**Run 1: metal layers overlaid**

Scale bar: 20 um.
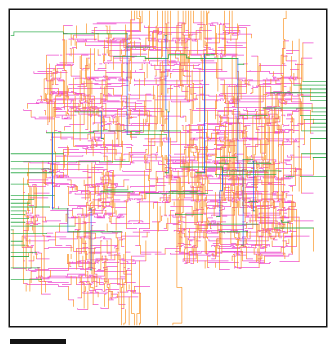
**Run 1: wire density map**

Scale bar: 20 um. The die is cut into 23 by 23 equal tiles; dark blue is low, red is high, scaled to the fullest tile. Values are wire area over tile area, all layers added.
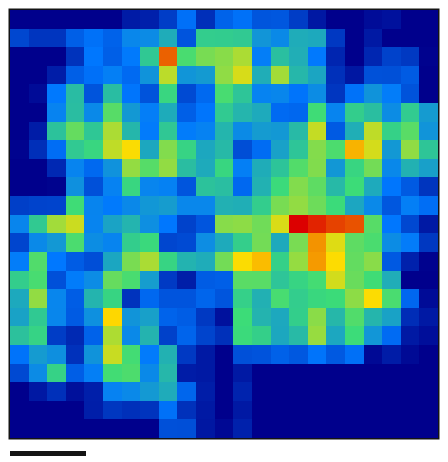
**Run 1: track usage over the die**

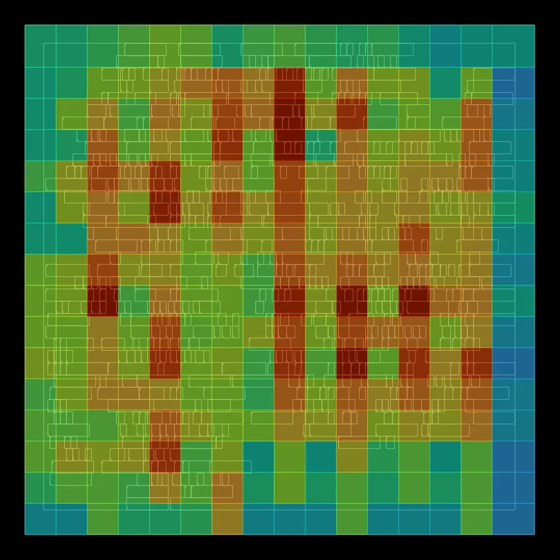
<file path="src/rtl/snn_pkg.sv">
// Shared definitions for the SNN frame sequencer: frame geometry, sequencer
// states and the per-frame result record handed to the output port.
package snn_pkg;

    localparam int N_SAMPLES = 256;
    localparam int SAMPLE_W  = 6;
    localparam int CLASS_W   = 2;
    localparam int IDX_W     = 16;
    // Widest run-cycle counter a result record can carry; narrower counters
    // are zero-extended into it.
    localparam int CYC_W_MAX = 20;
    localparam int ADDR_W    = $clog2(N_SAMPLES);

    typedef enum logic [1:0] {
        LOAD   = 2'd0,
        HOLD   = 2'd1,
        RUN    = 2'd2,
        REPORT = 2'd3
    } seq_state_t;

    typedef struct packed {
        logic [CLASS_W-1:0]   cls;
        logic                 no_spike;
        logic                 timeout;
        logic [CYC_W_MAX-1:0] cycles;
        logic [IDX_W-1:0]     frame_idx;
    } result_rec_t;

    // Assemble one result record from its fields.
    function automatic result_rec_t make_result(
        input logic [CLASS_W-1:0]   cls,
        input logic                 no_spike,
        input logic                 timeout,
        input logic [CYC_W_MAX-1:0] cycles,
        input logic [IDX_W-1:0]     frame_idx
    );
        result_rec_t rec;
        rec.cls       = cls;
        rec.no_spike  = no_spike;
        rec.timeout   = timeout;
        rec.cycles    = cycles;
        rec.frame_idx = frame_idx;
        return rec;
    endfunction

endpackage

</file>
<file path="src/rtl/snn_result_reg.sv">
// Valid/ready holding register for one result record. A load captures the
// record and raises valid; the record stays frozen until the consumer takes it.
module snn_result_reg
    import snn_pkg::*;
(
    input  logic        clk,
    input  logic        rst,
    input  logic        load,
    input  result_rec_t load_rec,
    input  logic        ready,
    output logic        valid,
    output result_rec_t rec
);

    logic        valid_r;
    result_rec_t rec_r;

    // Capture on load, drop valid after a completed handshake, otherwise hold
    always_ff @(posedge clk or posedge rst) begin
        if (rst) begin
            valid_r <= 1'b0;
            rec_r   <= '0;
        end else if (load) begin
            valid_r <= 1'b1;
            rec_r   <= load_rec;
        end else if (valid_r && ready) begin
            valid_r <= 1'b0;
        end else begin
            valid_r <= valid_r;
        end
    end

    assign valid = valid_r;
    assign rec   = rec_r;

endmodule

</file>
<file path="src/rtl/snn_frame_sequencer.sv">
// Host-side driver for the SNN ECG classifier core: loads one frame of
// period samples into the core, pulses the core through reset and run,
// and reports the classification of every frame on a valid/ready port.
module snn_frame_sequencer
    import snn_pkg::*;
#(
    parameter int RST_CYCLES = 3,
    parameter int CYC_W      = CYC_W_MAX
) (
    input  logic                clk,
    input  logic                resetn,
    input  logic                s_valid,
    input  logic [SAMPLE_W-1:0] s_data,
    output logic                s_ready,
    output logic                core_wr_en,
    output logic [ADDR_W-1:0]   core_wr_addr,
    output logic [SAMPLE_W-1:0] core_wr_data,
    output logic                core_resetn,
    input  logic                core_end_process,
    input  logic [CLASS_W-1:0]  core_output_class,
    input  logic                core_no_spike,
    output logic                r_valid,
    input  logic                r_ready,
    output logic [CLASS_W-1:0]  r_class,
    output logic                r_no_spike,
    output logic                r_timeout,
    output logic [CYC_W-1:0]    r_cycles,
    output logic [IDX_W-1:0]    r_frame_idx,
    output logic                busy
);

    // Hold counter must reach RST_CYCLES; keep at least one bit.
    localparam int HOLD_W = (RST_CYCLES < 1) ? 1 : $clog2(RST_CYCLES + 1);
    localparam logic [CYC_W-1:0] CYC_SAT = '1;

    seq_state_t          state_r;
    logic [ADDR_W-1:0]   cnt_r;
    logic [HOLD_W-1:0]   hold_cnt_r;
    logic [CYC_W-1:0]    cyc_r;
    logic [IDX_W-1:0]    frame_cnt_r;
    logic                s_ready_r;
    logic                wr_en_r;
    logic [ADDR_W-1:0]   wr_addr_r;
    logic [SAMPLE_W-1:0] wr_data_r;
    logic                core_rst_r;
    logic                busy_r;

    logic                accept_s;
    logic                load_s;
    result_rec_t         load_rec_s;
    logic                res_valid_s;
    result_rec_t         res_rec_s;
    logic                handshake_s;

    assign accept_s    = s_valid & s_ready_r & (state_r == LOAD);
    assign handshake_s = (state_r == REPORT) & res_valid_s & r_ready;

    // Decide whether this cycle closes the run and which record it produces
    always_comb begin
        load_s     = 1'b0;
        load_rec_s = '0;
        if (state_r == RUN) begin
            if (core_end_process) begin
                load_s     = 1'b1;
                load_rec_s = make_result(core_output_class, core_no_spike, 1'b0,
                                         CYC_W_MAX'(cyc_r), frame_cnt_r);
            end else if (cyc_r == CYC_SAT) begin
                // Core never finished: report a timeout with a neutral class.
                load_s     = 1'b1;
                load_rec_s = make_result({CLASS_W{1'b0}}, 1'b1, 1'b1,
                                         CYC_W_MAX'(CYC_SAT), frame_cnt_r);
            end else begin
                load_s     = 1'b0;
                load_rec_s = '0;
            end
        end else begin
            load_s     = 1'b0;
            load_rec_s = '0;
        end
    end

    // Frame sequencer FSM with its sample, hold, run and frame counters
    always_ff @(posedge clk or posedge resetn) begin
        if (resetn) begin
            state_r     <= LOAD;
            cnt_r       <= '0;
            hold_cnt_r  <= '0;
            cyc_r       <= '0;
            frame_cnt_r <= '0;
            s_ready_r   <= 1'b1;
            wr_en_r     <= 1'b0;
            wr_addr_r   <= '0;
            wr_data_r   <= '0;
            core_rst_r  <= 1'b1;
            busy_r      <= 1'b0;
        end else begin
            case (state_r)
                LOAD: begin
                    if (accept_s) begin
                        wr_en_r   <= 1'b1;
                        wr_addr_r <= cnt_r;
                        wr_data_r <= s_data;
                        cnt_r     <= cnt_r + ADDR_W'(1);
                        busy_r    <= 1'b1;
                        if (cnt_r == ADDR_W'(N_SAMPLES - 1)) begin
                            state_r    <= HOLD;
                            s_ready_r  <= 1'b0;
                            hold_cnt_r <= '0;
                        end else begin
                            state_r <= LOAD;
                        end
                    end else begin
                        wr_en_r <= 1'b0;
                    end
                end
                HOLD: begin
                    // First HOLD cycle carries the final write; the core
                    // reset is then kept high for RST_CYCLES more cycles.
                    wr_en_r <= 1'b0;
                    if (hold_cnt_r == HOLD_W'(RST_CYCLES)) begin
                        core_rst_r <= 1'b0;
                        cyc_r      <= CYC_W'(1);
                        state_r    <= RUN;
                    end else begin
                        hold_cnt_r <= hold_cnt_r + HOLD_W'(1);
                    end
                end
                RUN: begin
                    if (load_s) begin
                        core_rst_r <= 1'b1;
                        state_r    <= REPORT;
                    end else begin
                        cyc_r <= cyc_r + CYC_W'(1);
                    end
                end
                REPORT: begin
                    if (handshake_s) begin
                        state_r     <= LOAD;
                        s_ready_r   <= 1'b1;
                        frame_cnt_r <= frame_cnt_r + IDX_W'(1);
                        busy_r      <= 1'b0;
                    end else begin
                        state_r <= REPORT;
                    end
                end
                default: begin
                    state_r <= LOAD;
                end
            endcase
        end
    end

    snn_result_reg u_result_reg (
        .clk      (clk),
        .rst      (resetn),
        .load     (load_s),
        .load_rec (load_rec_s),
        .ready    (r_ready),
        .valid    (res_valid_s),
        .rec      (res_rec_s)
    );

    assign s_ready      = s_ready_r;
    assign core_wr_en   = wr_en_r;
    assign core_wr_addr = wr_addr_r;
    assign core_wr_data = wr_data_r;
    assign core_resetn  = core_rst_r;
    assign busy         = busy_r;
    assign r_valid      = res_valid_s;
    assign r_class      = res_rec_s.cls;
    assign r_no_spike   = res_rec_s.no_spike;
    assign r_timeout    = res_rec_s.timeout;
    assign r_cycles     = res_rec_s.cycles[CYC_W-1:0];
    assign r_frame_idx  = res_rec_s.frame_idx;

endmodule

</file>
<file path="config.mk">
export PLATFORM = sky130hd
export DESIGN_NAME = snn_frame_sequencer
export DESIGN_NICKNAME = d
export VERILOG_FILES = /design/src/rtl/snn_pkg.sv /design/src/rtl/snn_result_reg.sv /design/src/rtl/snn_frame_sequencer.sv
export SDC_FILE = /design/constraint.sdc
export NUM_CORES = 1
export LEC_CHECK = 0
export ABC_AREA = 1
export CORE_MARGIN = 4
export CORE_UTILIZATION = 51
export CTS_CLUSTER_DIAMETER = 120
export DETAILED_ROUTE_END_ITERATION = 16
export DONT_BUFFER_PORTS = 1
export GPL_TIMING_DRIVEN = 0
export PLACE_DENSITY = 0.71
export SYNTH_ARGS = -nofsm -noshare
export SYNTH_HDL_FRONTEND = slang
export SYNTH_HIERARCHICAL = 1
export SYNTH_SLANG_ARGS = --single-unit
</file>
<file path="constraint.sdc">
create_clock -name clk -period 5.87 [get_ports clk]
set_clock_uncertainty 0.15 [all_clocks]
set_input_delay 0.587 -clock clk [delete_from_list [all_inputs] [get_ports clk]]
set_output_delay 0.587 -clock clk [all_outputs]
set_load 0.1 [all_outputs]
</file>
==> run_results.csv, run 1 <==
group,metric,value,unit
outcome,outcome,"finished clean",
setup_path,worstRegToRegCells,7,
setup_path,crit_arrival,2770,ps
drt,firstDrtPassIters,5,
clock_network,numCtsBuffers,9,
setup_path,endpoint_kind,"register",
cells_and_area,nonClkBufAreaFrac,3.835,%
timing,rsz0062_at_grt,"false",
timing,final-max-slew-violation-count,0,
place,gpl.final_weighted_congestion,0.9312,
clock_network,cts_root_buffer,"clkbuf_8",
cells_and_area,fill_cells,1005,
global_routing,grt_overflow_total,0,
cells_and_area,inverters,71,
yosys,ys_cells,688,
yosys,ys_sh_simple,32.43,%
yosys,synthTopCellsByCount,"nand2_1 (247), dfrtp_1 (105), inv_1 (68), nor2_1 (41)",
setup_path,r2r-end,"frame_cnt_r[12]",
yosys,adder_share,2.008,%
drt,dr_wl_met2,5746,um
global_routing,antenna_found_initial,1,
setup_path,rr_startpoint,"u_result_reg/valid",
global_routing,grt_max_degree,67,
clock_network,cts_sinks,107,
timing,holdWs,55.07,ps
min_path,min_path_type,"in2async",
power,sw_frac_of_total,22.92,%
timing,setup_ws,3237,ps
global_routing,gr-usage-met1,26.32,%
power,p_switching,272.1,uW
power,power.total,1187,uW
setup_path,ff2ff_setup_slack,3240,ps
drt,viasPerCell,5.115,
power,comb_cell_power,19.3,uW
cells_and_area,ff_count,107,
power,clk-power,431,uW
place,port_buffers,0,
yosys,synth-warning-count,6,
setup_path,crit_chain,"nand3_1, nor3_1, inv_1, nor2_1, nand2_1, xor2_1, inv_1",
place,dp_worst_setup_slack,3254,ps
power,maxPowerGroup,"sequential cells",
Notes on 'metal layers overlaid' above:
Green is met3, wire length 805 um. Blue is met4, wire length 299 um. Magenta is met1, wire length 5,370 um. Orange is met2, wire length 5,750 um.
All-Layer GR Usage: 20.34%
wire per inst: 14.46 um
routed vias: 4,322

Notes on 'wire density map' above:
The fullest tile reaches 0.56. 18% of the tiles are nearly empty. 17% of the tiles are over half the peak.
total wire length: 12,220 um

Notes on 'track usage over the die' above:
Top Usage Layer GRT: met2
M2 GR Usage: 31.75%
met3 Use GR: 6.471%

## Run 2: what changed since run 1
--- a/config.mk
+++ b/config.mk
@@ -12,7 +12,7 @@
 export DETAILED_ROUTE_END_ITERATION = 16
 export DONT_BUFFER_PORTS = 1
 export GPL_TIMING_DRIVEN = 0
-export PLACE_DENSITY = 0.71
+export PLACE_DENSITY = 0.74
 export SYNTH_ARGS = -nofsm -noshare
 export SYNTH_HDL_FRONTEND = slang
 export SYNTH_HIERARCHICAL = 1
==> constraint.sdc (replaced) <==
create_clock -name clk -period 2.33 [get_ports clk]
set_clock_uncertainty 0.15 [all_clocks]
set_input_delay 0.233 -clock clk [delete_from_list [all_inputs] [get_ports clk]]
set_output_delay 0.233 -clock clk [all_outputs]
set_load 0.1 [all_outputs]
**Run 2: track usage over the die**

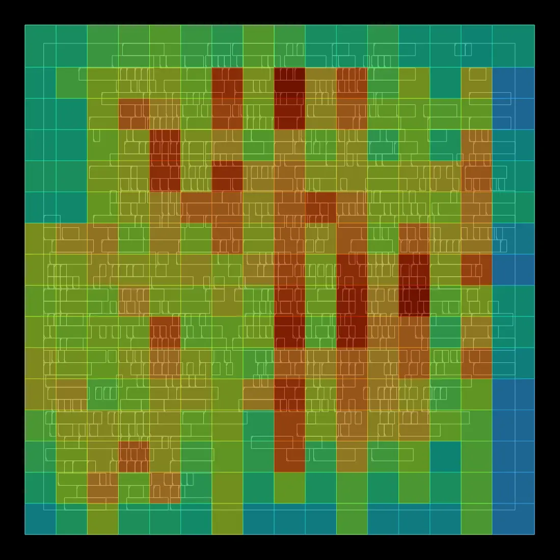
wire per inst: 14.40 um
M2 GR Usage: 32.58%

**Run 2: metal layers overlaid**

Scale bar: 20 um.
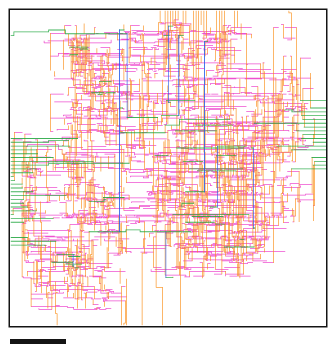
Magenta is met1, wire length 5,440 um. Blue is met4, wire length 282 um. Orange is met2, wire length 5,780 um. Green is met3, wire length 886 um.
total wire length: 12,390 um
routed vias: 4,409
All-Layer GR Usage: 20.23%

==> run_results.csv, run 2 <==
group,metric,value,unit
power,comb_cell_power,65.0,uW
power,p_switching,693.3,uW
floorplanning,ios,73,
yosys,ys_sh_simple,32.43,%
timing,setup_ws,131.4,ps
floorplanning,tap_cells,140,
setup_path,r2r-end,"cnt_r[6]",
place,dp_worst_setup_slack,-114.7,ps
clock_network,cts_root_buffer,"clkbuf_8",
global_routing,grt_overflow_total,0,
clock_network,post_cts_buffers,2,
power,sw_frac_of_total,21.90,%
cells_and_area,ff_count,107,
global_routing,grt_max_degree,67,
min_path,worstHoldEndpoint,"u_result_reg/rec[37]",
setup_path,worstRegToRegCells,6,
clock_network,cts_sinks,107,
setup_path,rr_startpoint,"s_ready",
cells_and_area,fill_cells,970,
power,power.total,3166,uW
min_path,min_path_type,"in2reg",
outcome,outcome,"finished clean",
setup_path,endpoint_kind,"register",
timing,rsz0062_at_grt,"false",
drt,dr_wl_met2,5778,um
drt,viasPerCell,5.127,
setup_path,slowest_stage,"dfstp_4",
global_routing,antenna_found_initial,0,
global_routing,grt_pass1_vias,4331,
place,gpl.final_weighted_congestion,0.9368,
yosys,logic_family,"simple AND/OR/NAND/NOR gates",
global_routing,grt_busiest_layer,"met2",
cells_and_area,nonClkBufAreaFrac,6.146,%
place,port_buffers,0,
timing,final-max-slew-violation-count,0,
min_path,holdPathStages,4,
global_routing,grt_util_met3,5.561,%
setup_path,crit_chain,"nand2_1, nor2_2, nand2_1, nor3_1, nand3_1, xor2_1",
setup_path,crit_arrival,2320,ps
setup_path,ff2ff_setup_slack,130,ps
yosys,adder_share,2.008,%
yosys,ys_cells,688,
global_routing,gr-usage-met1,26.25,%
timing,holdWs,31.39,ps
clock_network,numCtsBuffers,9,
yosys,synth-warning-count,6,
power,clk-power,1250,uW
cells_and_area,inverters,71,
## Run 3: what changed since run 2
--- a/config.mk
+++ b/config.mk
@@ -6,6 +6,7 @@
 export NUM_CORES = 1
 export LEC_CHECK = 0
 export ABC_AREA = 1
+export CORE_ASPECT_RATIO = 0.7
 export CORE_MARGIN = 4
 export CORE_UTILIZATION = 51
 export CTS_CLUSTER_DIAMETER = 120
**Run 3: track usage over the die**

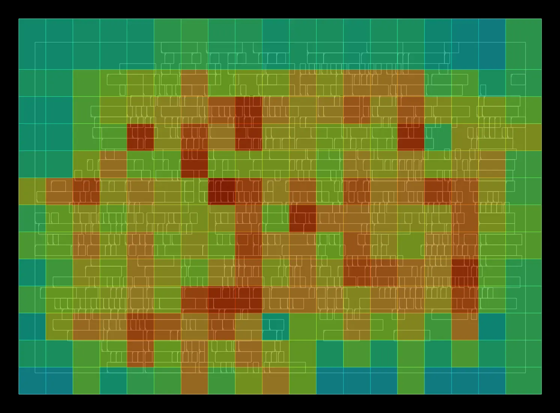
M2 GR Usage: 32.43%
met1 Use GR: 30.27%

**Run 3: wire density map**

Scale bar: 50 um. The die is cut into 27 by 19 equal tiles; dark blue is low, red is high, scaled to the fullest tile. Values are wire area over tile area, all layers added.
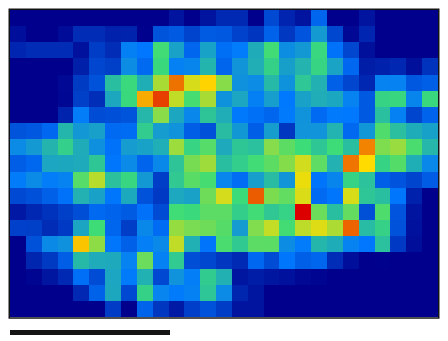
20% of the tiles are nearly empty. The emptiest ninth of the die: top left. 14% of the tiles are over half the peak. The fullest tile reaches 0.65. The mean over all tiles is 0.17.
routed vias: 4,515
wire per inst: 15.10 um
All-Layer GR Usage: 21.51%
total wire length: 13,130 um

==> run_results.csv, run 3 <==
group,metric,value,unit
setup_path,endpoint_kind,"register",
yosys,synth-warning-count,6,
global_routing,antenna_found_initial,0,
timing,final-max-slew-violation-count,0,
place,gpl.final_weighted_congestion,0.8872,
min_path,worstHoldEndpoint,"u_result_reg/rec[37]",
setup_path,crit_arrival,2230,ps
power,sw_frac_of_total,22.67,%
drt,dr_wl_met2,5763,um
floorplanning,ios,73,
clock_network,cts_root_buffer,"clkbuf_16",
setup_path,crit_chain,"ha_4, nand2_4, nor2_4, nand2_2, nor2_4, nand2_2, nand2_2, nand2_2, buf_8, inv_2, buf_6, inv_8, buf_6, nand2_1, nand2_1",
global_routing,grt_overflow_total,0,
setup_path,r2r-end,"u_result_reg/rec[3]",
min_path,min_path_type,"in2reg",
cells_and_area,inverters,71,
min_path,holdPathStages,4,
power,power.total,3405,uW
setup_path,worstRegToRegCells,15,
cells_and_area,fill_cells,954,
outcome,outcome,"finished clean",
yosys,ys_cells,688,
power,clk-power,1480,uW
place,dp_worst_setup_slack,-117.7,ps
yosys,adder_share,2.008,%
clock_network,post_cts_buffers,3,
drt,viasPerCell,5.190,
drt,firstDrtPassIters,5,
power,p_switching,772.0,uW
yosys,logic_family,"simple AND/OR/NAND/NOR gates",
setup_path,ff2ff_setup_slack,190,ps
timing,setup_ws,187.4,ps
global_routing,grt_max_degree,67,

## Gallery

Sequential cells grouped by signal name.
panel A
Scale bar: 20 um. Other sequential cells in the stronger grey, the rest of the logic in the fainter grey.
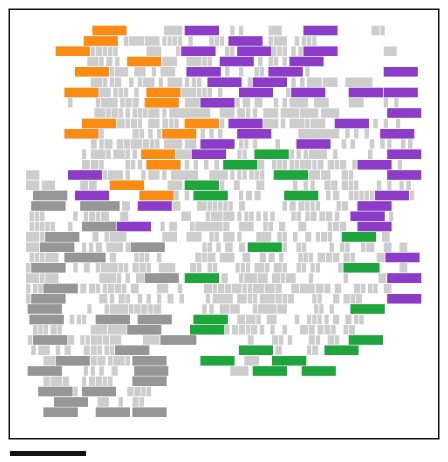
panel B
Scale bar: 50 um. Other sequential cells in the stronger grey, the rest of the logic in the fainter grey.
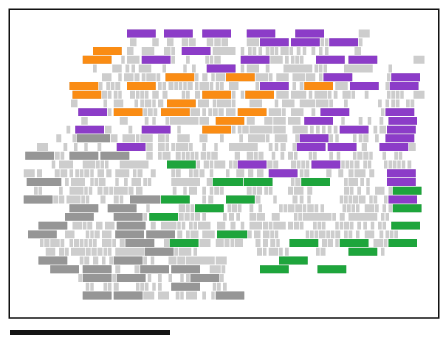
For run 3, see panel B.
For run 2, see panel A.

Key to panel A:
Green is cyc_r, flops 20. Purple is u_result_reg/rec, flops 40. Orange is frame_cnt_r, flops 16.

Power and IR drop assume default switching activity.
